==> config.mk <==
export PLATFORM = sky130hd
export DESIGN_NAME = ttt_autoplayer
export DESIGN_NICKNAME = d
export VERILOG_FILES = /design/src/rtl/ttt_autoplayer.sv
export SDC_FILE = /design/constraint.sdc
export NUM_CORES = 1
export LEC_CHECK = 0
export CORE_ASPECT_RATIO = 1.1
export CORE_UTILIZATION = 58
export DETAILED_ROUTE_END_ITERATION = 8
export HOLD_SLACK_MARGIN = 0.08
export PLACE_DENSITY = 0.81
export SYNTH_ARGS = -nofsm -noshare
export SYNTH_HDL_FRONTEND = slang
export SYNTH_SLANG_ARGS = --single-unit
==> constraint.sdc <==
create_clock -name clk -period 4.14 [get_ports clk]
set_input_delay 0.828 -clock clk [delete_from_list [all_inputs] [get_ports clk]]
set_output_delay 0.828 -clock clk [all_outputs]
set_load 0.01 [all_outputs]
==> src/rtl/ttt_autoplayer.sv <==
// ============================================================================
// Module     : ttt_autoplayer
// Description: Automatic tic-tac-toe player. Scans a board snapshot one cell
//              per cycle and offers its best move on a valid/ready handshake.
// Revision   : 1.0 - initial release
// ============================================================================
`default_nettype none

module ttt_autoplayer #(
    parameter logic [1:0] EMPTY_CODE  = 2'd0,
    parameter logic [1:0] MARK_P0     = 2'd1,
    parameter logic [1:0] MARK_P1     = 2'd2,
    parameter bit         CENTRE_PREF = 1'b1
) (
    input  logic        clk,
    input  logic        reset,
    input  logic        start,
    input  logic        my_player,
    input  logic [17:0] board,
    input  logic        move_ready,
    output logic        move_valid,
    output logic [2:0]  move_x,
    output logic [2:0]  move_y,
    output logic        busy,
    output logic        no_move
);

    typedef enum logic [1:0] {
        S_IDLE  = 2'd0,
        S_SCAN  = 2'd1,
        S_OFFER = 2'd2
    } state_t;

    // Eight winning lines, three 4-bit cell indices each, line 0 in the LSBs.
    localparam logic [95:0] C_LINES = {12'h246, 12'h048, 12'h258, 12'h147,
                                       12'h036, 12'h678, 12'h345, 12'h012};
    localparam logic [3:0]  C_LAST  = 4'd8;

    state_t      state_q, state_d;
    logic [3:0]  k_q, k_d;
    logic [17:0] snap_q, snap_d;
    logic        me_q, me_d;
    logic        found_q, found_d;
    logic [2:0]  rank_q, rank_d;
    logic [3:0]  idx_q, idx_d;
    logic        valid_q, valid_d;
    logic [2:0]  x_q, x_d;
    logic [2:0]  y_q, y_d;
    logic        no_move_q, no_move_d;

    logic [3:0]  w_kc;
    logic [1:0]  w_cell;
    logic [1:0]  w_own;
    logic [1:0]  w_opp;
    logic        w_win;
    logic        w_blk;
    logic [2:0]  w_rank;

    function automatic logic [1:0] cell_at(input logic [17:0] b, input logic [3:0] c);
        return b[{c, 1'b0} +: 2];
    endfunction

    // True when marking cell k with m completes some line through k.
    function automatic logic completes(input logic [17:0] b, input logic [3:0] k,
                                       input logic [1:0] m);
        logic       r;
        logic [3:0] a0, a1, a2;
        r = 1'b0;
        for (int i = 0; i < 8; i++) begin
            a0 = C_LINES[i*12+8 +: 4];
            a1 = C_LINES[i*12+4 +: 4];
            a2 = C_LINES[i*12   +: 4];
            if ((k == a0) && (cell_at(b, a1) == m) && (cell_at(b, a2) == m)) r = 1'b1;
            if ((k == a1) && (cell_at(b, a0) == m) && (cell_at(b, a2) == m)) r = 1'b1;
            if ((k == a2) && (cell_at(b, a0) == m) && (cell_at(b, a1) == m)) r = 1'b1;
        end
        return r;
    endfunction

    assign w_kc   = (k_q > C_LAST) ? 4'd0 : k_q;
    assign w_cell = cell_at(snap_q, w_kc);
    assign w_own  = me_q ? MARK_P1 : MARK_P0;
    assign w_opp  = me_q ? MARK_P0 : MARK_P1;
    assign w_win  = completes(snap_q, w_kc, w_own);
    assign w_blk  = completes(snap_q, w_kc, w_opp);

    always_comb begin
        w_rank = 3'd0;
        if (w_win) begin
            w_rank = 3'd4;
        end else if (w_blk) begin
            w_rank = 3'd3;
        end else if (CENTRE_PREF) begin
            if (w_kc == 4'd4) begin
                w_rank = 3'd2;
            end else if ((w_kc == 4'd0) || (w_kc == 4'd2) || (w_kc == 4'd6) || (w_kc == 4'd8)) begin
                w_rank = 3'd1;
            end
        end
    end

    // SCAN runs k = 0..8 evaluating cells, then k = 9 as the decision cycle.
    always_comb begin
        state_d   = state_q;
        k_d       = k_q;
        snap_d    = snap_q;
        me_d      = me_q;
        found_d   = found_q;
        rank_d    = rank_q;
        idx_d     = idx_q;
        valid_d   = valid_q;
        x_d       = x_q;
        y_d       = y_q;
        no_move_d = 1'b0;
        case (state_q)
            S_IDLE: begin
                if (start) begin
                    snap_d  = board;
                    me_d    = my_player;
                    found_d = 1'b0;
                    rank_d  = 3'd0;
                    idx_d   = 4'd0;
                    k_d     = 4'd0;
                    state_d = S_SCAN;
                end
            end
            S_SCAN: begin
                if (k_q <= C_LAST) begin
                    k_d = k_q + 4'd1;
                    if ((w_cell == EMPTY_CODE) && (!found_q || (w_rank > rank_q))) begin
                        found_d = 1'b1;
                        rank_d  = w_rank;
                        idx_d   = k_q;
                    end
                end else if (found_q) begin
                    x_d     = 3'(idx_q % 4'd3);
                    y_d     = 3'(idx_q / 4'd3);
                    valid_d = 1'b1;
                    state_d = S_OFFER;
                end else begin
                    no_move_d = 1'b1;
                    state_d   = S_IDLE;
                end
            end
            S_OFFER: begin
                if (move_ready) begin
                    valid_d = 1'b0;
                    state_d = S_IDLE;
                end
            end
            default: state_d = S_IDLE;
        endcase
    end

    always_ff @(posedge clk or posedge reset) begin
        if (reset) begin
            state_q   <= S_IDLE;
            k_q       <= 4'd0;
            snap_q    <= 18'd0;
            me_q      <= 1'b0;
            found_q   <= 1'b0;
            rank_q    <= 3'd0;
            idx_q     <= 4'd0;
            valid_q   <= 1'b0;
            x_q       <= 3'd0;
            y_q       <= 3'd0;
            no_move_q <= 1'b0;
        end else begin
            state_q   <= state_d;
            k_q       <= k_d;
            snap_q    <= snap_d;
            me_q      <= me_d;
            found_q   <= found_d;
            rank_q    <= rank_d;
            idx_q     <= idx_d;
            valid_q   <= valid_d;
            x_q       <= x_d;
            y_q       <= y_d;
            no_move_q <= no_move_d;
        end
    end

    assign move_valid = valid_q;
    assign move_x     = x_q;
    assign move_y     = y_q;
    assign no_move    = no_move_q;
    assign busy       = (state_q == S_SCAN) || (state_q == S_OFFER);

endmodule

`default_nettype wire

placement.png
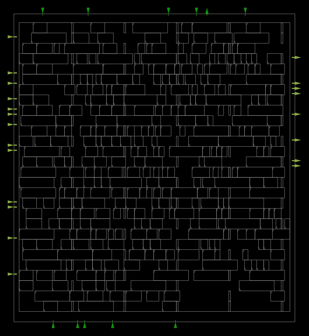
Filler cells: 457
tap cells: 75
utilization after layout: 67.7%
Non-Filler Instances: 446

metal_density.png
Drawn at 4 px/µm. 15 x 16 tiles, from dark blue (low) to red (high), scaled to the fullest tile. Values are wire area over tile area, all layers added.
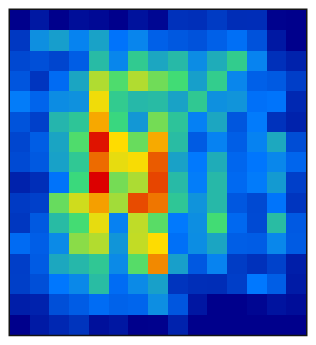
The fullest tile reaches 0.72. The emptiest ninth of the die: south-east. The mean over all tiles is 0.21. The densest ninth of the die: center. 8.3% of the tiles are nearly empty.
Total GRT Usage: 27.8%
routed vias: 2,837
routed len/inst: 17.4 µm
final wirelength: 7.74 mm

flops_by_reg.png
Drawn at 8 px/µm. Other sequential cells in the stronger gray, the rest of the logic in the fainter gray.
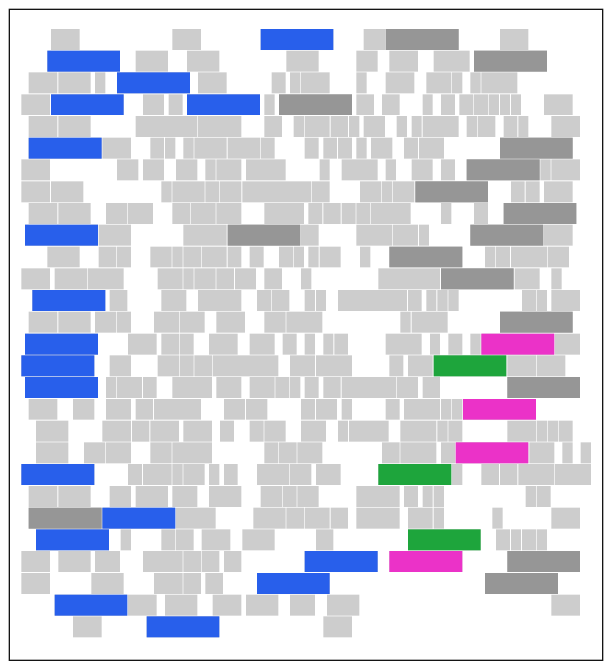
Key: idx_q = magenta [placed flops 4]; rank_q = green [placed flops 3]; snap_q = blue [placed flops 18]
Another 16 sequential cells are not colored.
fraction of area in registers: 27.9%
Flop area: 0.00103 mm²
P_seq: 0.791 mW

==> impl_metrics.csv <==
group,metric,value,unit
setup_path,crit_path_start_kind,"register",
route,ant_nets,0,
global_route,met3_usage,4.34,%
setup_path,worst-r2r-setup-slack,0.43,ns
global_route,use_met1,32.8,%
clocking,cts_tree,"done",
sta,min_period,3.71,ns
sta,slew_headroom,42.5,%
setup_path,worstPathArrival,3.91,ns
min_path,hp-class,"register to register",
floorplanning,die_y,81.2,µm
clocking,cts.sinks,41,
global_route,grt_overflow,0,
floorplanning,core_area,0.00543,mm²
sta,finClkSkew,0.00558,ns
synthesis,synth.area.top_cells,"dfrtp_1 31%, mux2_2 7.5%, ha_1 4.2%",
synthesis,syn_area_per_cell,9.67,µm²
min_path,hold_start,"move_y[2]$_DFFE_PP0P_",
final_layout,nets,405,
place,dpl.cell_count,439,
final_layout,area_growth,11.2,%
pwr,vdd_drop_max,0.000509,V
flow_run,warnings,29,
min_path,whs_endpoint,"move_y[2]$_DFFE_PP0P_",
setup_path,worstSetupEndpointType,"register",
floorplanning,floorplan.core_util,60.9,%
synthesis,fp_nets,376,
synthesis,synthFlopType,"dfrtp_1",
clocking,postCtsHoldBufs,0,
pwr,swShare,47.9,%
synthesis,ys_cells,342,
floorplanning,ios,32,
setup_path,criticalPathCategory,"register to register",
final_layout,antenna_cells,0,
sta,grt_setup_unrepaired,"no",
sta,final_max_slew_viol_count,0,
setup_path,cp_max_fo,20,
global_route,grt_pass1_wl,12.7,mm
sta,setup_tns,0,ns
clocking,cts_setup_buffers,0,
pwr,power.share.combinational,63.4,%
flow_run,max_cap_viol_count,0,
clocking,clockBufferDepth,2,
route,drt-initial-drc-count,205,
synthesis,yosysWarnings,0,
global_route,met2_usage,50.4,%
sta,finalHoldViolations,0,
setup_path,reg2reg_to,"rank_q[1]$_DFFE_PP0P_",
pwr,clkPwrFrac,9.2,%
clocking,cts-buffers-inserted,5,
clocking,h-tree-depth,2,
final_layout,comb_area,0.00204,mm²
synthesis,syn_area,0.00331,mm²
pwr,p_per_area,786,mW/mm²
clocking,clk_latency,0.29,ns
pwr,p_sw,1.38,mW
final_layout,drive_above_1_share,19.9,%
sta,worst_slew_pin_slew,0.861,ns
floorplanning,die_w,74.0,µm
setup_path,cp-startpoint,"me_q$_DFFE_PP0P_",
pwr,p_leak,1.47,nW
setup_path,cp.required,4.34,ns
min_path,hold_depth,2,
synthesis,yosys.cell_count.top_type,"dfrtp_1",
synthesis,ys_seq_share,31.0,%
clocking,cts-root-buf,"clkbuf_8",
setup_path,reg2reg_from,"me_q$_DFFE_PP0P_",
pwr,p_int,1.51,mW
floorplanning,rows,28,
synthesis,common_cells,"41 x dfrtp_1, 31 x nand2_1, 24 x o21ai_0",
floorplanning,die_area,0.00601,mm²
route,drt_drc_violations_left,0,
synthesis,syn_inst,342,
status,outcome,"completed",
sta,setup_viol,0,
synthesis,synth_cell_type_count,78,
sta,fmax,270,MHz
place,port_buffers,31,
synthesis,largest_area_cell,"dfrtp_1",
clocking,cts.repair.resized,0,
synthesis,synthArstFlopShare,100,%
synthesis,yosysChipArea,0.00331,mm²
place,dp_hpwl,5.84,mm
route,drtPass1Iterations,4,
place,place.gp.congestion,0.874,
state kept, by name, indices dropped and copies added, names as in the netlist, 2 cells and up:
| signal | cells |
|---|---|
| snap_q | 18 |
| idx_q | 4 |
| k_q | 4 |
| move_x | 3 |
| move_y | 3 |
| rank_q | 3 |
| state_q | 2 |
cell type report:
type                    count  area share, %
multi-input cells         268           55.5
flip-flops and latches     41           27.9
repair buffers             39           10.1
well taps                  75           2.55
clock buffers               7           2.35
inverters                  16           1.63
cell usage in the layout, fill, tap and decap left out, types with 6 or more instances in the layout:
cell and instances:
nor2b_1 6, o21ai_0 24, clkbuf_8 6, nor3_1 8
and3b_1 7, nand2b_1 8, nand2_1 31, nor3b_1 9
clkdlybuf4s50_1 31, a21oi_1 12, buf_4 8, mux2_2 22
o22ai_1 9, nand3_1 9, ha_1 11, nor2_1 20
inv_1 12, dfrtp_1 41
worst max-delay path, cell delays in order (launching register included):
cell and delay, ns:
dfrtp_1 0.63, buf_4 0.29, nor3b_1 0.54, o2111ai_1 0.17
a31oi_1 0.30, o22ai_2 0.11, nand4_2 0.15, nor2_1 0.08
ha_1 0.28, nor2b_1 0.13, o21a_1 0.15, o21ai_0 0.17
nand2_1 0.15, a31oi_4 0.29, nand2_1 0.10, o31ai_2 0.06
per-stage QoR:
stage,power [mW],hold slack [ns],instance area [µm²],worst slack [ns]
6_report,2.89,0.490,3680,0.431
5_1_grt,3.12,0.529,3680,0.150
4_1_cts,2.88,0.497,3680,0.479
3_5_place_dp,2.60,0.480,3590,0.507
3_3_place_gp,2.55,0.464,3590,0.603
2_1_floorplan,2.26,0.457,3310,0.876
cells by family (layout without fill, tap and decap cells):
| family | after synthesis | count (layout) | share of synthesized area [%] |
|---|---|---|---|
| simple gates | 126 | 126 | 23.4 |
| compound gates | 98 | 98 | 22.9 |
| flops | 41 | 41 | 31.0 |
| buf+inv | 33 | 62 | 7.23 |
| mux | 30 | 30 | 10.5 |
| fa+ha+maj | 11 | 11 | 4.16 |
| xor+xnor | 3 | 3 | 0.795 |
how the worst max path moves through the flow:
| stage | end |
|---|---|
| final | rank_q[1]$_DFFE_PP0P_ |
| after global routing | rank_q[1]$_DFFE_PP0P_ |
| after CTS | rank_q[1]$_DFFE_PP0P_ |
| after detailed placement | rank_q[1]$_DFFE_PP0P_ |
| after global placement | rank_q[1]$_DFFE_PP0P_ |
| after floorplan | rank_q[1]$_DFFE_PP0P_ |
per-layer routing:
layer	share of wire, %	up-vias	wire, µm
met4	2.6	0	204
li1	-	1342	-
met1	40	1352	3060
met3	5.2	21	400
met2	53	122	4070
met5	0	-	0
power groups by stage:
stage / combinational (mW) / sequential [mW] / clock (mW)
floorplan: 1.57 / 0.695 / 0
global placement: 1.77 / 0.782 / 0
detailed placement: 1.81 / 0.789 / 0
CTS: 1.82 / 0.782 / 0.274
global route: 2.01 / 0.817 / 0.291
finish: 1.83 / 0.791 / 0.267
Power is estimated from default activity; no workload was simulated.
